==> config.mk <==
export PLATFORM = sky130hd
export DESIGN_NAME = microcode_sequencer
export DESIGN_NICKNAME = d
export VERILOG_FILES = /design/src/rtl/mcseq_pkg.sv /design/src/rtl/microcode_store.sv /design/src/rtl/microcode_sequencer.sv
export SDC_FILE = /design/constraint.sdc
export NUM_CORES = 1
export LEC_CHECK = 0
export CAP_MARGIN = 25
export CORE_MARGIN = 4
export CORE_UTILIZATION = 34
export DETAILED_ROUTE_END_ITERATION = 10
export PLACE_DENSITY = 0.53
export SETUP_SLACK_MARGIN = 0.05
export SLEW_MARGIN = 25
export SYNTH_ARGS = -nofsm -noshare
export SYNTH_HDL_FRONTEND = slang
export SYNTH_SLANG_ARGS = --single-unit
==> constraint.sdc <==
create_clock -name i_clk -period 4.2 [get_ports i_clk]
set_input_delay 0.84 -clock i_clk [delete_from_list [all_inputs] [get_ports i_clk]]
set_output_delay 0.84 -clock i_clk [all_outputs]
set_load 0.1 [all_outputs]
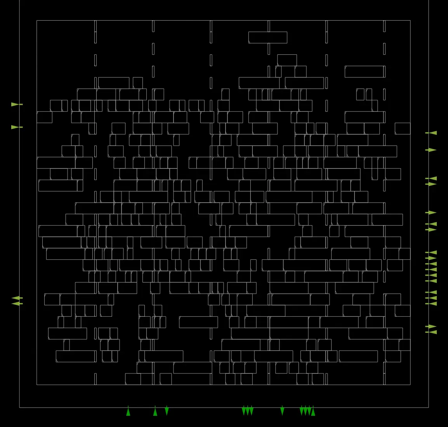
placement.png
post-route non-filler standard cell count: 452
number of standard-cell rows in the floorplan: 32
final core area utilization: 45.4%

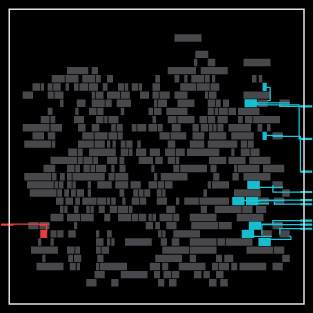
io_fan.png
Drawn at 3 px/um.
Key: red = o_done [bits 1, direction output, end cells 1, buffers 1, wire 17.2 um]; cyan = i_n_arg [bits 9, direction input, end cells 9, buffers 9, wire 206 um]
count of pins on the block boundary: 33
Buffers on Ports: 32

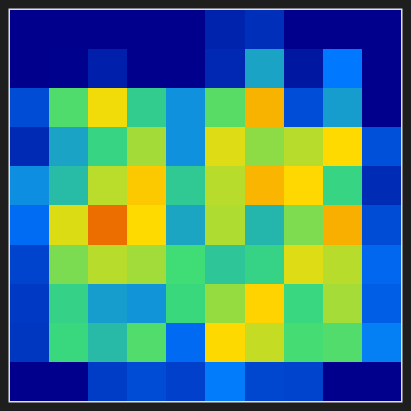
cell_density.png
Drawn at 4 px/um. 10 x 10 tiles, from dark blue (low) to red (high), 0 to 100% covered.
The densest ninth of the die: middle. 10% of the tiles are over 75% full. The fullest tile reaches 88%. The mean over all tiles is 36%. 18% of the tiles are nearly empty.
starting utilization of the core area: 35.2%
total core area: 0.00777 sq mm

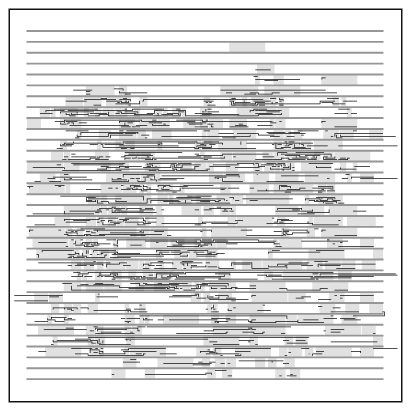
layer_met1.png
Drawn at 4 px/um. Supply wires on this layer in grey. Cells faint in the background.
340 nets have wire on it. The longest straight run is 55.2 um. The wires run mostly horizontal. The layer carries 3630 um of wire.
grt met1 use: 22.7%
wire length reported by the detailed router: 7.52 mm

==> Slide: Implementation Results <==
Implementation Results

Worst setup path
  • Flop-to-flop setup slack: approximately 890 ps
  • Peak fanout along the critical path: 5
  • Buffer-and-inverter tally for the worst setup path: 2
  • Slowest CP cell: or4_4
  • Class of the most critical setup path: reg2out
  • Count of cell instances traversed by the critical path: 10
  • Worst Setup End Kind: output port

Routing
  • Via total after detailed routing: between 2000 and 2500
  • Top metal layer carrying routed signals: met4

Yosys
  • Fraction of synthesis flops using an asynchronous set or reset pin: 100%
  • Top FF cell, synth: dfrtp_1
  • Post-synthesis cell type count: 67

CTS
  • Number of clock sinks seen by CTS: 34
  • Number of buffers created by CTS: 5

Layout
  • Number of nets in the final layout: 387
  • Filler Cell Count: 787

Flow run
  • Tool warning count: 36

Global routing
  • Initial antenna violation count: 0
  • Global-route wire length before repair: between 10 and 15 mm

Timing
  • Final count of negative-setup-slack endpoints: 0

Status
  • Status: complete, no violations
per-stage QoR:
stage | hold WS (ps) | std cells | setup WS [ps] | area, sq um
floorplan | 474 | 307 | 69.0 | 2780
global placement | 505 | 439 | 199 | 3260
detailed placement | 508 | 439 | 117 | 3260
CTS | 522 | 447 | 33.1 | 3420
global route | 552 | 452 | 20.9 | 3520
finish | 521 | 452 | 144 | 3520
cells in the mapped netlist (all sizes together) (4+ instances only):
master  number  area (sq um)
dfrtp       34           851
nand2       29           109
a21oi       19           106
ha          19           238
nor2        19          78.8
inv         14          52.6
nand3       14          70.1
and2        13          81.3
buf         12          75.1
o21ai       12          60.1
mux2        10           113
nand2b       8          57.6
xnor2        8          70.1
nor3         7          45.0
and3         6          37.5
mux2i        6          60.1
xor2         6          52.6
o21a         5          45.0
a21o         4          30.0
clkbuf       4          15.0
o22ai        4          25.0
cell families after synthesis:
family / count (synthesis) / synth area share, %
simple gates: 122 / 24.8
compound gates: 69 / 17.6
flops: 34 / 31.1
buf+inv: 30 / 5.21
fa+ha+maj: 22 / 10.5
mux: 16 / 6.31
xor+xnor: 14 / 4.48
final cells by class:
| type | instances | area, sq um | share of cell area, % |
|---|---|---|---|
| clock buffers | 5 | 68.8 | 1.95 |
| clock inverters | 3 | 68.8 | 1.95 |
| inverters | 14 | 52.6 | 1.49 |
| multi-input cells | 243 | 1870 | 53.2 |
| flip-flops and latches | 34 | 852 | 24.2 |
| well taps | 102 | 128 | 3.62 |
| repair buffers | 51 | 480 | 13.6 |
what timing repair did:
item,in CTS,in global routing
pin swaps,0,5
buffers inserted,0,5
gates resized,3,12
endpoints found under the setup margin,3,4
